$ cat config.mk
export PLATFORM = sky130hd
export DESIGN_NAME = alu_sched_flat
export DESIGN_NICKNAME = d
export VERILOG_FILES = /design/src/rtl/alu_sched_pkg.sv /design/src/rtl/alu_sched_if.sv /design/src/rtl/alu_sched_rr_arbiter.sv /design/src/rtl/alu_sched.sv /design/src/flat_wrapper.sv
export SDC_FILE = /design/constraint.sdc
export NUM_CORES = 1
export LEC_CHECK = 0
export CAP_MARGIN = 10
export CORE_AREA = 2 2 193 195
export CTS_CLUSTER_SIZE = 16
export DETAILED_ROUTE_END_ITERATION = 6
export DIE_AREA = 0 0 195 197
export SYNTH_ARGS = -nofsm -noshare
export SYNTH_HDL_FRONTEND = slang
export SYNTH_HIERARCHICAL = 1
export SYNTH_SLANG_ARGS = --single-unit
$ cat constraint.sdc
create_clock -name clk -period 7.4 [get_ports clk]
set_clock_uncertainty 0.15 [all_clocks]
set_input_delay 1.48 -clock clk [delete_from_list [all_inputs] [get_ports clk]]
set_output_delay 1.48 -clock clk [all_outputs]
set_load 0.01 [all_outputs]
$ cat src/rtl/alu_sched_pkg.sv
// Op codes, alu32 timing and shared types for the alu32 scheduler front end.
package alu_sched_pkg;
  localparam logic [7:0] OP_ADD      = 8'h01;
  localparam logic [7:0] OP_SUB      = 8'h02;
  localparam logic [7:0] OP_MUL      = 8'h03;
  localparam int         ALU_MUL_CYC = 4;

  typedef enum logic [1:0] {S_IDLE, S_EXEC, S_RESP, S_FLUSH} state_t;

  typedef struct packed {
    logic [7:0]  op;
    logic [7:0]  key;
    logic [31:0] a;
    logic [31:0] b;
  } alu_req_t;

  function automatic logic op_known(input logic [7:0] op);
    return (op == OP_ADD) || (op == OP_SUB) || (op == OP_MUL);
  endfunction
endpackage

$ cat src/rtl/alu_sched_if.sv
// Requester-side bus of the alu32 scheduler: per-requester request/response lanes.
interface alu_sched_if #(
  parameter int NREQ = 4
);
  logic [NREQ-1:0]       req_valid;
  logic [NREQ-1:0]       req_ready;
  logic [NREQ-1:0][7:0]  req_op;
  logic [NREQ-1:0][7:0]  req_key;
  logic [NREQ-1:0][31:0] req_a;
  logic [NREQ-1:0][31:0] req_b;
  logic [NREQ-1:0]       rsp_valid;
  logic [NREQ-1:0]       rsp_ready;
  logic [31:0]           rsp_data;
  logic [7:0]            rsp_key;
  logic                  rsp_err;

  modport master (
    output req_valid, req_op, req_key, req_a, req_b, rsp_ready,
    input  req_ready, rsp_valid, rsp_data, rsp_key, rsp_err
  );

  modport slave (
    input  req_valid, req_op, req_key, req_a, req_b, rsp_ready,
    output req_ready, rsp_valid, rsp_data, rsp_key, rsp_err
  );
endinterface

$ cat src/rtl/alu_sched_rr_arbiter.sv
// Round-robin pick: first set request at or after ptr, wrapping; one-hot plus index.
module rr_arbiter #(
  parameter  int NREQ = 4,
  localparam int IW   = $clog2(NREQ)
) (
  input  logic [NREQ-1:0] req,
  input  logic [IW-1:0]   ptr,
  output logic [NREQ-1:0] grant,
  output logic [IW-1:0]   idx,
  output logic            any
);
  logic [IW-1:0] j;

  always_comb begin
    grant = '0;
    idx   = '0;
    any   = 1'b0;
    j     = '0;
    for (int k = 0; k < NREQ; k++) begin
      j = IW'((int'(ptr) + k) % NREQ);
      if (!any && req[j]) begin
        any      = 1'b1;
        grant[j] = 1'b1;
        idx      = j;
      end
    end
  end
endmodule

$ cat src/rtl/alu_sched.sv
// Shares one alu32 (ADD/SUB/MUL) between NREQ requesters: RR grant, operand latch,
// timed alu_en window, result returned with its key to the granted requester.
module alu_sched
  import alu_sched_pkg::*;
#(
  parameter int NREQ    = 4,
  parameter int MUL_CYC = ALU_MUL_CYC
) (
  input  logic        clk,
  input  logic        rst,
  input  logic        flush,
  alu_sched_if.slave  bus,
  output logic        alu_en,
  output logic        alu_clr,
  output logic [7:0]  alu_op,
  output logic [7:0]  alu_key,
  output logic [31:0] alu_a,
  output logic [31:0] alu_b,
  input  logic [31:0] alu_out,
  input  logic [7:0]  alu_key_out
);
  localparam int IW = $clog2(NREQ);
  localparam int CW = $clog2(MUL_CYC + 1);

  state_t          state, state_n;
  logic [IW-1:0]   ptr, gidx, arb_idx;
  logic [NREQ-1:0] arb_grant;
  logic            arb_any, grant_fire, err_q;
  alu_req_t        lat, sel;
  logic [CW-1:0]   cnt;

  rr_arbiter #(.NREQ(NREQ)) u_arb (
    .req   (bus.req_valid),
    .ptr   (ptr),
    .grant (arb_grant),
    .idx   (arb_idx),
    .any   (arb_any)
  );

  assign sel = '{op: bus.req_op[arb_idx], key: bus.req_key[arb_idx],
                 a:  bus.req_a[arb_idx],  b:   bus.req_b[arb_idx]};

  assign grant_fire = (state == S_IDLE) && !flush && arb_any;

  always_ff @(posedge clk) begin
    if (rst) begin
      state <= S_IDLE;
      ptr   <= '0;
      gidx  <= '0;
      lat   <= '0;
      err_q <= 1'b0;
      cnt   <= '0;
    end else begin
      state <= state_n;
      if (grant_fire) begin
        lat   <= sel;
        gidx  <= arb_idx;
        err_q <= !op_known(sel.op);
        cnt   <= (sel.op == OP_MUL) ? CW'(MUL_CYC) : CW'(1);
        ptr   <= (arb_idx == IW'(NREQ - 1)) ? '0 : arb_idx + 1'b1;
      end else if (state == S_EXEC && cnt != '0) begin
        cnt <= cnt - 1'b1;
      end
    end
  end

  // Outputs are decoded from state; everything idles at zero while rst is high.
  always_comb begin
    state_n       = state;
    bus.req_ready = '0;
    bus.rsp_valid = '0;
    bus.rsp_data  = '0;
    bus.rsp_key   = '0;
    bus.rsp_err   = 1'b0;
    alu_en        = 1'b0;
    alu_clr       = 1'b0;
    alu_op        = '0;
    alu_key       = '0;
    alu_a         = '0;
    alu_b         = '0;
    if (rst) begin
      state_n = S_IDLE;
    end else begin
      case (state)
        S_IDLE: begin
          if (flush) begin
            state_n = S_FLUSH;
          end else if (arb_any) begin
            bus.req_ready = arb_grant;
            state_n       = op_known(sel.op) ? S_EXEC : S_RESP;
          end
        end
        S_EXEC: begin
          if (flush) begin
            state_n = S_FLUSH;
          end else begin
            alu_en  = 1'b1;
            alu_op  = lat.op;
            alu_key = lat.key;
            alu_a   = lat.a;
            alu_b   = lat.b;
            if (cnt == CW'(1)) state_n = S_RESP;
          end
        end
        S_RESP: begin
          if (flush) begin
            state_n = S_FLUSH;
          end else begin
            // alu32 holds its result while en is low, so pass it straight through.
            bus.rsp_valid[gidx] = 1'b1;
            bus.rsp_err         = err_q;
            bus.rsp_data        = err_q ? 32'd0 : alu_out;
            bus.rsp_key         = err_q ? lat.key : alu_key_out;
            if (bus.rsp_ready[gidx]) state_n = S_IDLE;
          end
        end
        S_FLUSH: begin
          alu_clr = 1'b1;
          state_n = flush ? S_FLUSH : S_IDLE;
        end
        default: state_n = S_IDLE;
      endcase
    end
  end
endmodule

$ cat src/flat_wrapper.sv
// flat-port wrapper written by rule: the top's interface ports become plain ports
module alu_sched_flat import alu_sched_pkg::*;
#(
  parameter int NREQ    = 4,
  parameter int MUL_CYC = ALU_MUL_CYC
)
  (clk, rst, flush, alu_en, alu_clr, alu_op, alu_key, alu_a, alu_b, alu_out, alu_key_out, bus_req_valid, bus_req_op, bus_req_key, bus_req_a, bus_req_b, bus_rsp_ready, bus_req_ready, bus_rsp_valid, bus_rsp_data, bus_rsp_key, bus_rsp_err);
  alu_sched_if #(.NREQ(NREQ)) bus_i ();
  input  logic clk;
  input  logic rst;
  input  logic flush;
  output logic alu_en;
  output logic alu_clr;
  output logic [7:0] alu_op;
  output logic [7:0] alu_key;
  output logic [31:0] alu_a;
  output logic [31:0] alu_b;
  input  logic [31:0] alu_out;
  input  logic [7:0] alu_key_out;
  input wire logic [$bits(bus_i.req_valid)-1:0] bus_req_valid;
  input wire logic [$bits(bus_i.req_op)-1:0] bus_req_op;
  input wire logic [$bits(bus_i.req_key)-1:0] bus_req_key;
  input wire logic [$bits(bus_i.req_a)-1:0] bus_req_a;
  input wire logic [$bits(bus_i.req_b)-1:0] bus_req_b;
  input wire logic [$bits(bus_i.rsp_ready)-1:0] bus_rsp_ready;
  output wire logic [$bits(bus_i.req_ready)-1:0] bus_req_ready;
  output wire logic [$bits(bus_i.rsp_valid)-1:0] bus_rsp_valid;
  output wire logic [$bits(bus_i.rsp_data)-1:0] bus_rsp_data;
  output wire logic [$bits(bus_i.rsp_key)-1:0] bus_rsp_key;
  output wire logic [$bits(bus_i.rsp_err)-1:0] bus_rsp_err;
  assign bus_i.req_valid = bus_req_valid;
  assign bus_i.req_op = bus_req_op;
  assign bus_i.req_key = bus_req_key;
  assign bus_i.req_a = bus_req_a;
  assign bus_i.req_b = bus_req_b;
  assign bus_i.rsp_ready = bus_rsp_ready;
  assign bus_req_ready = bus_i.req_ready;
  assign bus_rsp_valid = bus_i.rsp_valid;
  assign bus_rsp_data = bus_i.rsp_data;
  assign bus_rsp_key = bus_i.rsp_key;
  assign bus_rsp_err = bus_i.rsp_err;
  alu_sched #(.NREQ(NREQ), .MUL_CYC(MUL_CYC)) u_core (.clk(clk), .rst(rst), .flush(flush), .bus(bus_i), .alu_en(alu_en), .alu_clr(alu_clr), .alu_op(alu_op), .alu_key(alu_key), .alu_a(alu_a), .alu_b(alu_b), .alu_out(alu_out), .alu_key_out(alu_key_out));
endmodule
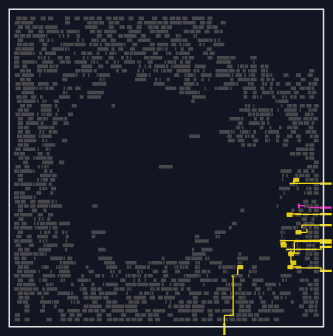
Run 1: I/O nets highlighted
legend:
  bus_rsp_err:
    colour: magenta
    bits: 1
    direction: output
    end_cells: 1
    buffers: 1
    wire: 11.8 um
  alu_key_out:
    colour: yellow
    bits: 8
    direction: input
    end_cells: 8
    buffers: 8
    wire: 237 um
IO Pins: 502
I/O Buffers: 501

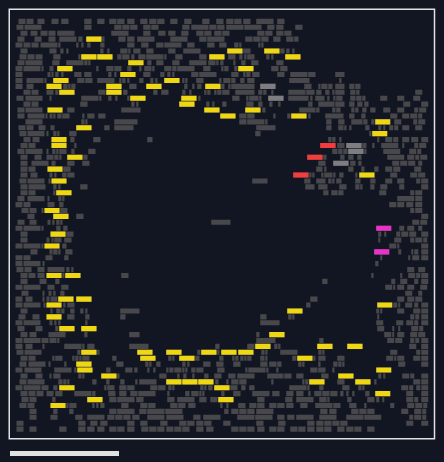
Run 1: where the registers sit
Bar = 50 um. Other sequential cells in the stronger grey, the rest of the logic in the fainter grey.
legend:
  u_core/gidx:
    colour: magenta
    flops: 2
  u_core/lat:
    colour: yellow
    flops: 80
    where: spread over the die
  u_core/cnt:
    colour: red
    flops: 3
not coloured: 5
Seq. pwr: 607 uW
sequential share of cell area: 14.6%
register area: 1800 um^2

==> out/metrics.cfg, run 1 <==
[power_and_ir_drop]
power_frac_comb_pct=51.1
leakagePower_nw=4.36
power.total_mw=2.30
irDropWorstVdd_mv=0.0985
switchingPower_uw=774
p_int_mw=1.53
p_per_area_nw_per_um2=187
pwr-share-seq_pct=26.3
pwr-share-clk_pct=22.5
pg_comb_mw=1.18
switching_share_pct=33.6
maxPowerGroup=combinational cells

[layout]
ff_count=90
multiInputCombCellCount=550
largest_cell_class=non-clock buffers
drive_gt1_share_pct=10.4
nonClockInverterCount=9
comb_share_pct=36.2
lay_top_cells=500 x clkdlybuf4s50_1, 167 x nand2_1, 90 x dfxtp_1, 87 x a21oi_1, 83 x mux4_2
lay_top_count=clkdlybuf4s50_1
num_antenna_cells=0
buf_share_pct=41.5

[critical_path]
critical_path.cell_chain=clkdlybuf4s50_1, mux4_2, nor4b_4, a22oi_1, o21ai_0, and3_1, clkdlybuf4s50_1
crit_start=bus_req_valid[3]
r2r_end=u_core/state[0]$_SDFFE_PP0P_
critPathCaptureType=output port
worstRegToRegCells=10
cpMostUsedCell=clkdlybuf4s50_1
required_ns=5.77
cpMaxStageDelayCell=mux4_2
crit_end=bus_req_ready[2]
critPathTopFamily=buffers and inverters
slowest_delay_ns=0.67

[grt]
grt.total_usage_pct=15.0
grt_use_met1_pct=17.7
grt_max_degree=88
grt_pass1_wl_um=44600
busiest_layer=met2
grt.overflow.total=0
antenna_found_initial=0
grt_pass1_vias=7568

[clock_network]
cts-root-buf=clkbuf_16
clkTransAtPathRegs_ns=0.07
clock-sinks=90
cts_max_level=3
tritoncts=done
cts_hold_buf=0
cts_setup_buffers=0
post_cts_resized=0

[synthesis]
edf_count=0
top_area_share_pct=28.5
fa_ha_area_share_pct=1.72
yosysChipArea_um2=6550
synth_flops=90
netlist_area_um2=6550
yosys.cell_count.top_type=nand2_1
simple_gate_area_share_pct=25.1
ys_warn_count=6
area_leaders=mux4_2 29%, dfxtp_1 28%, nand2_1 9.6%
mux_area_share_pct=31.2
synth_cells=715
async_flop_share_pct=0
synth.largest_area_cell=mux4_2
ys_seq_share_pct=27.5
aoi_share_pct=9.46

[route]
vias=7307
viasPerCell=4.44
drc=0
totalWireLength_um=29700
met1_length_um=12000
ant_nets=0
top_layer=met4
wl_per_cell_um=18.0

[final_timing]
tightest_slew_ns=1.09
relSlewSlack_pct=27.5
hold_slack_ns=0.299
final.period_utilization_pct=76.9
final-setup-viol-count=0
rsz0062_at_grt=no

[floorplan]
core_um2=36300
tapCellCount=468
die_h_um=197
core_util_floorplan_pct=18.1
fp.dieArea_um2=38400

[place]
placed_cells=1631
placed_cell_area_um2=12000
place_congestion=0.836

[hold_path]
worstHoldStart=u_core/lat[6]$_SDFFE_PP0P_
min_delay_path_depth=2

[outcome]
status=complete, no violations

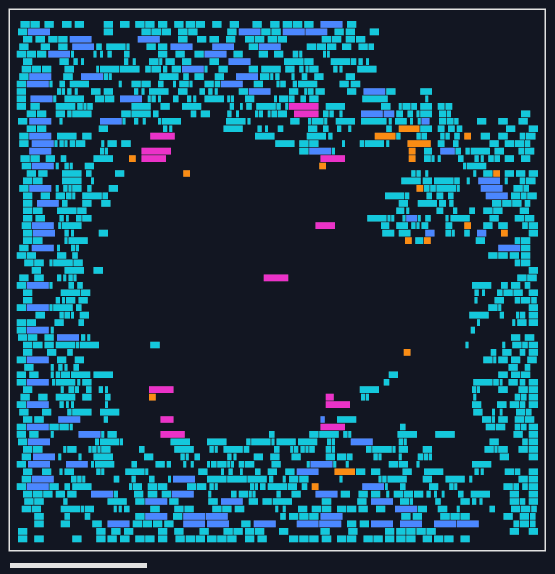
Run 1: drive-strength map
Bar = 50 um.
legend:
  drive 3 to 4:
    colour: orange
    cells: 19
    share: 1.6%
    most_used: buf_4
  drive 1 or less:
    colour: cyan
    cells: 1056
    share: 90%
    most_used: clkdlybuf4s50_1
  drive 6 and up:
    colour: magenta
    cells: 14
    share: 1.2%
    most_used: clkbuf_16
  drive 2:
    colour: blue
    cells: 90
    share: 7.6%
    most_used: mux4_2
fin worst setup slack: 1.71 ns
Final Cell Area: 12300 um^2
Non-Clock Buffer Count: 514
area delta synth->final: 88.5%

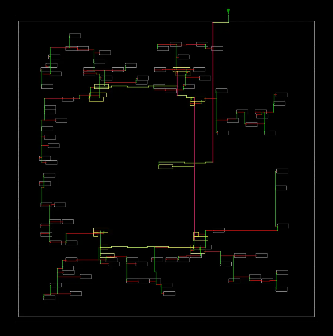
Run 1: clock nets
Clk. pwr: 519 uW
Worst-Skew Late Latency: 0.35 ns

Run 1, metal layers overlaid:
Bar = 50 um.
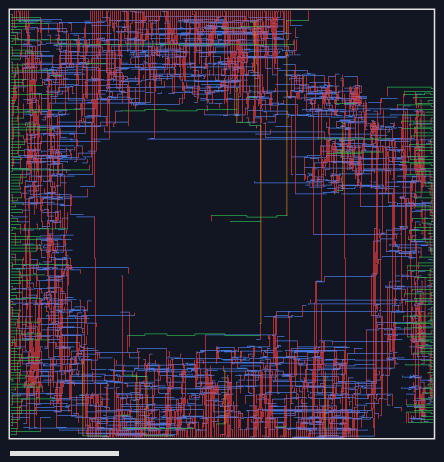

--- run 2 (diff from run 1) ---
- clock period: 7.4 -> 5.7 ns (I/O delays scaled with it)
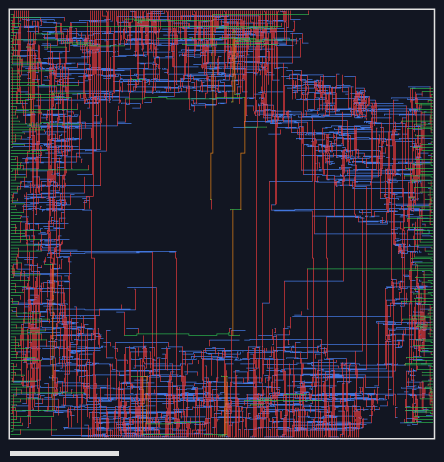
Run 2: metal layers overlaid
Bar = 50 um.
legend:
  met1:
    colour: blue
    wire_length: 11700 um
  met4:
    colour: orange
    wire_length: 464 um
  met3:
    colour: green
    wire_length: 2440 um
  met2:
    colour: red
    wire_length: 15100 um
routed wire length: 29800 um
via count: 7278
drt wl/cell: 18.1 um
all-layer global routing usage: 15.1%

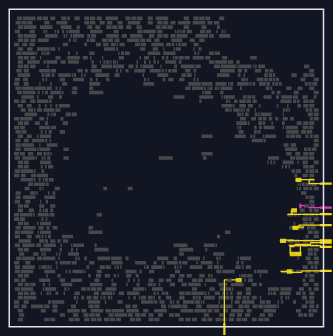
Run 2: I/O nets highlighted
legend:
  alu_key_out:
    colour: yellow
    bits: 8
    direction: input
    end_cells: 8
    buffers: 8
    wire: 215 um
  bus_rsp_err:
    colour: magenta
    bits: 1
    direction: output
    end_cells: 1
    buffers: 1
    wire: 10.9 um

==> run 2 against run 1 <==
Compared with the run above: first-iteration DRC count decreased by 19%; global-route usage rose by 0.068 points; via count down 0.40%; final area is 0.29% lower; core utilization down 0.10 points; non-clock buffer count down 2; worst setup slack worse by 0.99 ns; synthesized area unchanged; worst hold slack better by 0.0011 ns; critical path depth stayed put; sequential power is about 30% higher; die size stayed put; highest routed layer unchanged.
==> out/metrics.cfg, run 2 <==
[synthesis]
area_leaders=mux4_2 29%, dfxtp_1 28%, nand2_1 9.6%  ; unchanged
edf_count=0  ; unchanged
simple_gate_area_share_pct=25.1  ; unchanged
ys_warn_count=6  ; unchanged
mux_area_share_pct=31.2  ; unchanged
synth_cells=715  ; unchanged
ys_seq_share_pct=27.5  ; unchanged
yosys.cell_count.top_type=nand2_1  ; unchanged
yosysChipArea_um2=6550  ; unchanged

[floorplan]
fp.dieArea_um2=38400  ; unchanged
tapCellCount=468  ; unchanged
core_um2=36300  ; unchanged

[power_and_ir_drop]
pg_comb_mw=1.53  ; was 1.18 mW
p_per_area_nw_per_um2=236  ; was 187 nW/um^2
power_sequential_uw=789  ; was 607 uW
irDropWorstVdd_mv=0.145  ; was 0.0985 mV
maxPowerGroup=combinational cells  ; unchanged
pwr-share-seq_pct=27.1  ; was 26.3%
power_frac_comb_pct=52.5  ; was 51.1%
switching_share_pct=34.8  ; was 33.6%
p_int_mw=1.90  ; was 1.53 mW

[clock_network]
cts_setup_buffers=0  ; unchanged
cts_hold_buf=0  ; unchanged
cts-root-buf=clkbuf_16  ; unchanged
insertion_delay_ns=0.35  ; about the same
tritoncts=done  ; unchanged

[final_timing]
setup_slack_ns=0.724  ; was 1.71 ns
tightest_slew_ns=0.987  ; was 1.09 ns
rsz0062_at_grt=no  ; unchanged
final-setup-viol-count=0  ; unchanged
relSlewSlack_pct=34.2  ; was 27.5%

[critical_path]
cpMaxStageDelayCell=mux4_2  ; unchanged
crit_end=bus_req_ready[3]  ; was bus_req_ready[2]
r2r_end=u_core/state[0]$_SDFFE_PP0P_  ; unchanged
critical_path.cell_chain=clkdlybuf4s50_1, mux4_2, nor4b_4, a22oi_1, o21ai_0, and3_1, clkdlybuf4s50_1  ; unchanged

[outcome]
status=complete, no violations  ; unchanged

[route]
met1_length_um=11700  ; was 12000 um
top_layer=met4  ; unchanged
ant_nets=0  ; unchanged
drc=0  ; unchanged

[layout]
area_growth_pct=87.9  ; was 88.5%
drive_gt1_share_pct=10.3  ; was 10.4%
lay_top_count=clkdlybuf4s50_1  ; unchanged
largest_cell_class=non-clock buffers  ; unchanged
buf_share_pct=41.7  ; was 41.5%
signal_buffers=512  ; was 514
ff_latch_area_um2=1800  ; unchanged
seq_share_pct=14.6  ; about the same
ff_count=90  ; unchanged
nonClockInverterCount=9  ; unchanged

[place]
place_congestion=0.802  ; was 0.836
placed_cell_area_um2=12000  ; about the same
placed_cells=1629  ; was 1631

[hold_path]
min_delay_path_depth=2  ; unchanged

[grt]
grt_pass1_wl_um=44300  ; was 44600 um
grt_pass1_vias=7402  ; was 7568

--- run 3 (diff from run 2) ---
- SETUP_SLACK_MARGIN: default -> 0.02
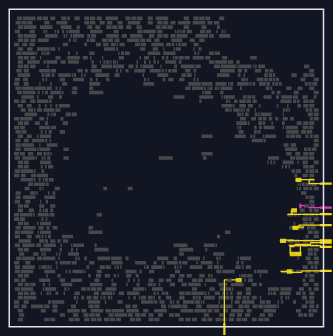
Run 3: I/O nets highlighted
legend:
  alu_key_out:
    colour: yellow
    bits: 8
    direction: input
    end_cells: 8
    buffers: 8
    wire: 215 um
  bus_rsp_err:
    colour: magenta
    bits: 1
    direction: output
    end_cells: 1
    buffers: 1
    wire: 10.9 um

==> run 3 against run 2 <==
Compared with the run above: synthesized area unchanged; first-iteration DRC count is the same; global-route usage unchanged; critical path depth stayed put; via count stayed put; final cell count stayed put; synthesized cell count unchanged; core utilization unchanged; critical endpoint unchanged.
==> out/metrics.cfg, run 3 <==
[layout]
signal_buffers=512  ; unchanged
lay_top_count=clkdlybuf4s50_1  ; unchanged
multiInputCombCellCount=550  ; unchanged
num_antenna_cells=2  ; unchanged
largest_cell_class=non-clock buffers  ; unchanged
comb_share_pct=36.3  ; unchanged
buf_share_pct=41.7  ; unchanged
final_area_um2=12300  ; unchanged
drive_gt1_share_pct=10.3  ; unchanged
nonClockInverterCount=9  ; unchanged
ff_latch_area_um2=1800  ; unchanged

[place]
placed_cells=1629  ; unchanged
place_congestion=0.802  ; unchanged
numPortBuffers=501  ; unchanged

[floorplan]
core_util_floorplan_pct=18.1  ; unchanged
tapCellCount=468  ; unchanged
core_um2=36300  ; unchanged
die_h_um=197  ; unchanged
fp.dieArea_um2=38400  ; unchanged

[outcome]
status=complete, no violations  ; unchanged

[power_and_ir_drop]
p_int_mw=1.90  ; unchanged
p_clk_uw=592  ; about the same
power_frac_comb_pct=52.5  ; about the same
switching_share_pct=34.8  ; unchanged
p_per_area_nw_per_um2=236  ; unchanged
maxPowerGroup=combinational cells  ; unchanged
power.total_mw=2.91  ; unchanged

[final_timing]
relSlewSlack_pct=34.2  ; unchanged
rsz0062_at_grt=no  ; unchanged
hold_slack_ns=0.300  ; unchanged
final-setup-viol-count=0  ; unchanged

[synthesis]
area_leaders=mux4_2 29%, dfxtp_1 28%, nand2_1 9.6%  ; unchanged
edf_count=0  ; unchanged
fa_ha_area_share_pct=1.72  ; unchanged
synth_cells=715  ; unchanged
top_area_share_pct=28.5  ; unchanged
aoi_share_pct=9.46  ; unchanged
netlist_area_um2=6550  ; unchanged
synth_flops=90  ; unchanged
yosys.cell_count.top_type=nand2_1  ; unchanged

[critical_path]
r2r_end=u_core/state[0]$_SDFFE_PP0P_  ; unchanged
required_ns=4.41  ; about the same
cpMostUsedCell=clkdlybuf4s50_1  ; unchanged
worstRegToRegCells=10  ; unchanged
slowest_delay_ns=0.66  ; about the same
critPathTopFamily=buffers and inverters  ; unchanged
critical_path.cell_chain=clkdlybuf4s50_1, mux4_2, nor4b_4, a22oi_1, o21ai_0, and3_1, clkdlybuf4s50_1  ; unchanged
crit_start=bus_req_valid[3]  ; unchanged
critPathCaptureType=output port  ; unchanged
cpMaxStageDelayCell=mux4_2  ; unchanged

[route]
vias=7278  ; unchanged
viasPerCell=4.42  ; unchanged
ant_nets=0  ; unchanged
top_layer=met4  ; unchanged
drc=0  ; unchanged
totalWireLength_um=29800  ; unchanged
wl_per_cell_um=18.1  ; unchanged

[hold_path]
worstHoldStart=u_core/lat[25]$_SDFFE_PP0P_  ; unchanged
min_delay_path_depth=2  ; unchanged

[grt]
grt_pass1_vias=7402  ; unchanged
antenna_found_initial=1  ; unchanged
grt_pass1_wl_um=44300  ; unchanged
grt_use_met1_pct=18.0  ; unchanged
grt.total_usage_pct=15.1  ; unchanged
busiest_layer=met2  ; unchanged

[clock_network]
cts_setup_buffers=0  ; unchanged
insertion_delay_ns=0.35  ; about the same
tritoncts=done  ; unchanged
clkTransAtPathRegs_ns=0.07  ; about the same
cts_max_level=3  ; unchanged
clock-sinks=90  ; unchanged

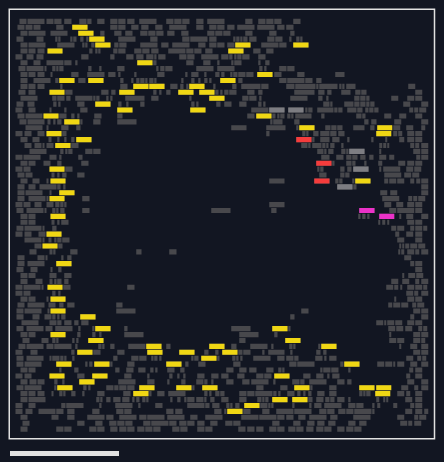
Run 3: where the registers sit
Bar = 50 um. Other sequential cells in the stronger grey, the rest of the logic in the fainter grey.
legend:
  u_core/cnt:
    colour: red
    flops: 3
  u_core/gidx:
    colour: magenta
    flops: 2
  u_core/lat:
    colour: yellow
    flops: 80
Seq. pwr: 789 uW
sequential share of cell area: 14.6%
final core occ: 33.9%

Power is estimated from default activity; no workload was simulated.
